`config.mk`:
```
export PLATFORM = sky130hd
export DESIGN_NAME = rshift_ctrl
export DESIGN_NICKNAME = d
export VERILOG_FILES = /design/src/rtl/rshift_ctrl_pkg.sv /design/src/rtl/rshift_ctrl.sv
export SDC_FILE = /design/constraint.sdc
export NUM_CORES = 1
export LEC_CHECK = 0
export ABC_AREA = 1
export CAP_MARGIN = 20
export CORE_MARGIN = 2
export CORE_UTILIZATION = 45
export DETAILED_ROUTE_END_ITERATION = 10
export PLACE_DENSITY = 0.77
export SLEW_MARGIN = 40
export SYNTH_ARGS = -nofsm -noshare
export SYNTH_HDL_FRONTEND = slang
export SYNTH_SLANG_ARGS = --single-unit
```
`constraint.sdc`:
```
create_clock -name clock -period 1.39 [get_ports clock]
set_input_delay 0.2085 -clock clock [delete_from_list [all_inputs] [get_ports clock]]
set_output_delay 0.2085 -clock clock [all_outputs]
set_load 0.01 [all_outputs]
```
`src/rtl/rshift_ctrl_pkg.sv`:
```
// Shared types and helpers for the receive shift-chain sequencer.
package rshift_ctrl_pkg;

  // Sequencer states; encodings are fixed so other blocks can decode them.
  typedef enum logic [1:0] {
    RS_IDLE  = 2'd0,
    RS_CLEAR = 2'd1,
    RS_SHIFT = 2'd2,
    RS_HOLD  = 2'd3
  } rs_state_e;

  // A field length is usable only if it selects at least one cell and no
  // more cells than the chain has.
  function automatic logic len_in_range(input int len, input int max_len);
    return (len >= 1) && (len <= max_len);
  endfunction

endpackage

```
`src/rtl/rshift_ctrl.sv`:
```
// Receive shift-chain sequencer: turns bit-time sample pulses into one-cycle
// shift enables for an external chain of enable-gated cells, skips stuff
// bits, counts captured bits up to the programmed length and holds the word
// for a consumer with a valid/ack handshake.
module rshift_ctrl
  import rshift_ctrl_pkg::*;
#(
  parameter int WIDTH = 8,
  parameter int CNTW  = 4
) (
  input  logic            clock,
  input  logic            reset,
  input  logic            start,
  input  logic [CNTW-1:0] len,
  input  logic            sample,
  input  logic            stuff,
  input  logic            bit_in,
  input  logic            abort,
  input  logic            word_ack,
  output logic            shift_en,
  output logic            shift_in,
  output logic            cell_clr_n,
  output logic            busy,
  output logic            word_valid,
  output logic            overrun,
  output logic [CNTW-1:0] bit_cnt
);

  rs_state_e       state;
  logic [CNTW-1:0] len_q;
  logic            start_ok;
  logic            take;
  logic [CNTW-1:0] cnt_inc;
  logic            last_shift;

  assign start_ok   = start && len_in_range(int'(len), WIDTH);
  assign take       = sample && !stuff;
  assign cnt_inc    = bit_cnt + {{(CNTW-1){1'b0}}, 1'b1};
  // The shift happening this cycle completes the field, so the FSM is
  // already logically in HOLD: a data sample now is an overrun, not data.
  assign last_shift = shift_en && (cnt_inc == len_q);

  // Sequencer FSM with all outputs registered; abort outranks everything.
  always_ff @(posedge clock or negedge reset) begin
    if (!reset) begin
      state      <= RS_IDLE;
      len_q      <= {CNTW{1'b0}};
      bit_cnt    <= {CNTW{1'b0}};
      shift_en   <= 1'b0;
      shift_in   <= 1'b0;
      cell_clr_n <= 1'b1;
      busy       <= 1'b0;
      word_valid <= 1'b0;
      overrun    <= 1'b0;
    end else if (abort) begin
      // Any pending shift is dropped; the chain itself keeps its contents
      // and is cleared by the next start.
      state      <= RS_IDLE;
      bit_cnt    <= {CNTW{1'b0}};
      shift_en   <= 1'b0;
      shift_in   <= 1'b0;
      cell_clr_n <= 1'b1;
      busy       <= 1'b0;
      word_valid <= 1'b0;
      overrun    <= 1'b0;
    end else begin
      shift_en   <= 1'b0;
      shift_in   <= 1'b0;
      cell_clr_n <= 1'b1;
      case (state)
        RS_IDLE: begin
          if (start_ok) begin
            len_q      <= len;
            state      <= RS_CLEAR;
            cell_clr_n <= 1'b0;
            bit_cnt    <= {CNTW{1'b0}};
            overrun    <= 1'b0;
            busy       <= 1'b1;
          end
        end
        RS_CLEAR: begin
          state   <= RS_SHIFT;
          bit_cnt <= {CNTW{1'b0}};
          overrun <= 1'b0;
        end
        RS_SHIFT: begin
          if (shift_en) begin
            bit_cnt <= cnt_inc;
          end
          if (last_shift) begin
            state      <= RS_HOLD;
            word_valid <= 1'b1;
            if (take) begin
              overrun <= 1'b1;
            end
          end else if (take) begin
            shift_en <= 1'b1;
            shift_in <= bit_in;
          end
        end
        RS_HOLD: begin
          if (take) begin
            overrun <= 1'b1;
          end
          if (word_ack) begin
            word_valid <= 1'b0;
            if (start_ok) begin
              // Consumer releases the word and re-arms in one go.
              len_q      <= len;
              state      <= RS_CLEAR;
              cell_clr_n <= 1'b0;
              bit_cnt    <= {CNTW{1'b0}};
              overrun    <= 1'b0;
            end else begin
              state <= RS_IDLE;
              busy  <= 1'b0;
            end
          end
        end
        default: begin
          state      <= RS_IDLE;
          busy       <= 1'b0;
          word_valid <= 1'b0;
        end
      endcase
    end
  end

endmodule

```
==> qor.yml <==
fp_util_pct: 47.5
edf_count: 0
synth_top_cell_by_count: "nand2_1"
crit_type: "register to register"
wl_met1_um: 1030
layout.cells.most_common: "nand2_1"
cp_slowest_cell: "dfrtp_2"
synth.distinct_cells: 23
max_freq_mhz: 661
finalSetupViolations: 7
setup.worst_path.end_class: "register"
top_area_share_pct: 36.1
worstPathRequired_ns: 1.59
hold_path.class: "input port to async pin"
p_leak_nw: 0.793
hold_violations: 0
whs_ns: 0.231
failed_checks: "setup timing"
io_buffers: 21
synthCells: 140
path_max_fanout: 5
top_cells_by_count: "nand2_1 (42), inv_1 (21), dfrtp_1 (15), nor2_1 (15), nand3_1 (7)"
antennaDiodeCount: 0
drv_cap: 0
ys_area_um2: 1040
first_pass_iters: 4
gr-usage-met3_pct: 3.74
gp_congestion: 0.878
post_dp_cell_area_um2: 1390
fin_skew_ns: 0.00633
yosysWarnings: 0
setup_ws_ns: -0.122
fin_tns_setup_ns: -0.732
globalRouteMet2Util_pct: 39.7
cts_hold_buf: 0
h-tree-depth: 1
top_cells_by_area: "dfrtp_1 (36%), nand2_1 (15%), inv_1 (7.6%), ha_1 (6.0%), nor2_1 (5.4%)"
antenna_found_initial: 0
route.met3.wl_um: 69
arrival_ns: 1.71
top_layer_used: "met4"
drc_errors: 0
path_cells: "ha_4 > inv_4 > nor2_2 > nor2_1 > nand3_2 > nor2_2 > nand2_2 > nand2_4 > nand2_4 > nand2_2 > o21ai_2"
most-common-layout-cells: "nand2_1 (34), buf_4 (20), inv_1 (16), nand2_2 (12), clkdlybuf4s50_1 (12)"
powerDensity_nw_per_um2: 1310
cpLargestDelayFamily: "simple AND/OR/NAND/NOR gates"
warnings: 32
max_slew_margin_pct: 74.2
drt-initial-drc-count: 17
stdcell_count: 213
synth-async-reset-ratio_pct: 100
cp_num_cells: 11
max_stage_delay_ns: 0.44
status: "finished with violations"
postSynthNetCount: 157
clk_pin_slew_worst_paths_ns: 0.10
ff_type: "dfrtp_1"
grt_max_degree: 17
tightest_slew_ns: 0.386
syn-mean-instance-area_um2: 7.43
synth_stat.cells: 140
final_antenna_net_count: 0
rsz0062_at_grt: "yes"
reg2reg_depth: 11
grt_pass1_wl_um: 4130
finalCritPeriodShare_pct: 109
total_power_mw: 2.06
cts_buffer_depth: 2
preCtsSetupSlack_ns: -0.229
cts-buffers-inserted: 3
cp-start-kind: "register"
fin_crit_ns: 1.51
slew_viol_final: 0
post-place-cells: 201
cts_tree: "built"
wl_met2_um: 1460
synth_area_um2: 1040
grt_busiest_layer: "met2"
ys_seq_share_pct: 38.6
io_pins: 22
grt_overflow: 0
nets: 203
synth_area_leader_cell: "dfrtp_1"
place_hpwl_um: 1860
drive_gt1_share_pct: 39.5
viasPerCell: 5.06
num_rows: 17
cts.sinks: 16
final_util_pct: 71.9
synth_flops: 16
grt_pass1_vias: 1027
use_met1_pct: 21.5
clock_latency_ns: 0.30
ctsRootBufferMaster: "clkbuf_4"
chipArea_um2: 2710
critPathBufInv: 1
what timing repair did:
action | 4_1_cts | 5_1_grt
cloned | 0 | 0
endpoints found under the setup margin | 25 | 19
pin swaps | 4 | 7
buffers inserted | 6 | 2
resized | 17 | 28
state kept, by name (all words and copies together) (netlist names):
| signal | cells |
|---|---|
| state | 2 |
| bit_cnt | 4 |
| shift_in | 1 |
| word_valid | 1 |
| shift_en | 1 |
| busy | 1 |
| overrun | 1 |
| cell_clr_n | 1 |
| len_q | 4 |
cell type report:
class	count	area, um2
Clock buffer	4	26.3
Fill cell	180	616
Inverter	23	88.8
Multi-Input combinational cell	101	663
Sequential cell	16	407
Tap cell	28	35.0
Timing Repair Buffer	41	355
kinds of logic after synthesis:
group / after synthesis / share of synthesized area [%]
AND/OR/NAND/NOR: 79 / 35.9
buffers and inverters: 23 / 8.30
AND-OR/OR-AND: 17 / 11.2
flip-flops: 16 / 38.6
adder cells (fa/ha/maj): 5 / 6.02
worst paths after layout:
kind / start / end / slack [ns]
setup reg to reg: bit_cnt[1]$_DFFE_PN0P_ / state[0]$_DFFE_PN0P_ / -0.12
setup / recovery: bit_cnt[1]$_DFFE_PN0P_ / state[0]$_DFFE_PN0P_ / -0.12
hold / removal: reset / bit_cnt[3]$_DFFE_PN0P_ / 0.23
hold reg to reg: word_valid$_DFFE_PN0P_ / word_valid$_DFFE_PN0P_ / 0.49
min in group clock: bit_in / shift_in$_DFF_PN0_ / 0.46
max in group asynchronous: reset / cell_clr_n$_DFF_PN1_ / 0.90
report_power, final:
part / switching [mW] / leakage, nW / internal [mW] / total (mW)
Sequential: 0.0942 / 0.201 / 0.601 / 0.695
Combinational: 0.592 / 0.576 / 0.500 / 1.09
Clock: 0.158 / 0.0150 / 0.112 / 0.270
Total: 0.844 / 0.793 / 1.21 / 2.06
sizing.png
(6 px per um)
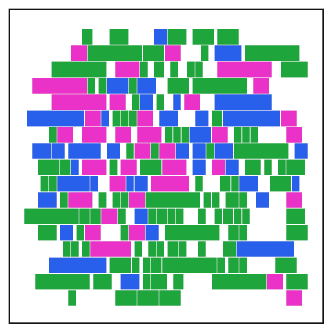
green -> x1 and smaller  # cells 112, share 61%
magenta -> x3 and x4  # cells 35, share 19%
blue -> x2  # cells 38, share 21%
Finished Cell Area: 1580 um2
Layout area overhead: 51.5%
PnR worst setup slack: -0.122 ns
Signal buffers: 41

floorplan.png
(10 px per um) Pins as bars on the die edge.
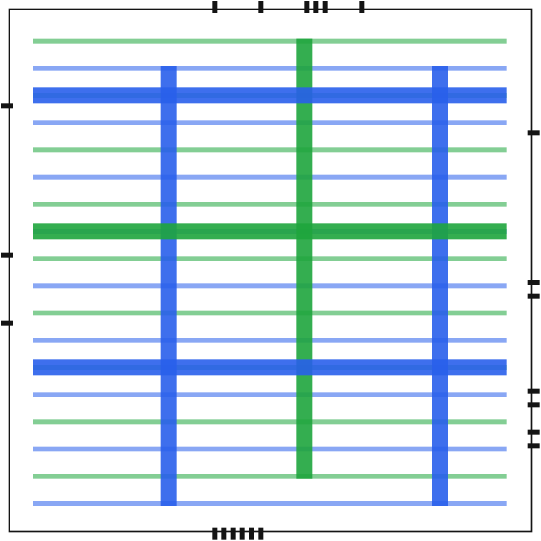
blue -> VSS
green -> VDD
met4 straps = 3
signal pins = 22
met5 straps = 3
met1 rails = 18
rows = 17
die x size: 52.1 um
Peak VDD IR: 1040 uV
Chip Height: 52.1 um
core box area: 2190 um2

route_heat.png
(8 px per um) 10 x 10 tiles, from dark purple (low) to yellow (high), scaled to the fullest tile. Values are wire area over tile area, all layers added.
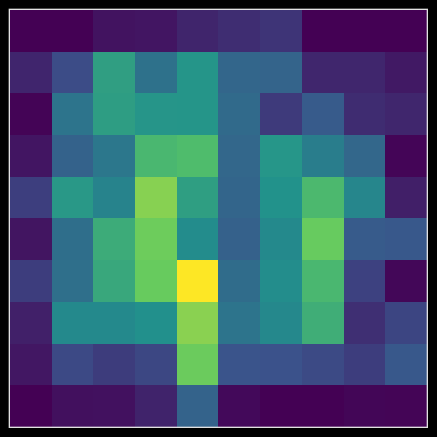
fullest tile = 0.48
nearly empty tiles = 13%
tiles over half the peak = 23%
mean over tiles = 0.15
densest ninth of the die = center
emptiest ninth of the die = north-east
GRT Total Usage: 21.1%
final WL: 2600 um
drt wl/cell: 12.2 um
Vias: 1078

ff_map.png
(8 px per um)
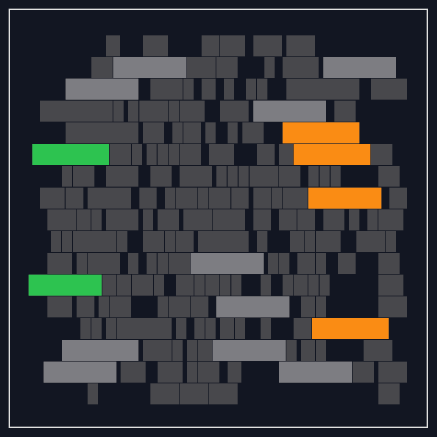
orange -> bit_cnt  # flops 4
green -> state  # flops 2
not colored = 10
Seq area share: 25.8%
Seq. pwr: 0.695 mW

Power figures rest on the tool's default switching activity, not on a simulated workload.
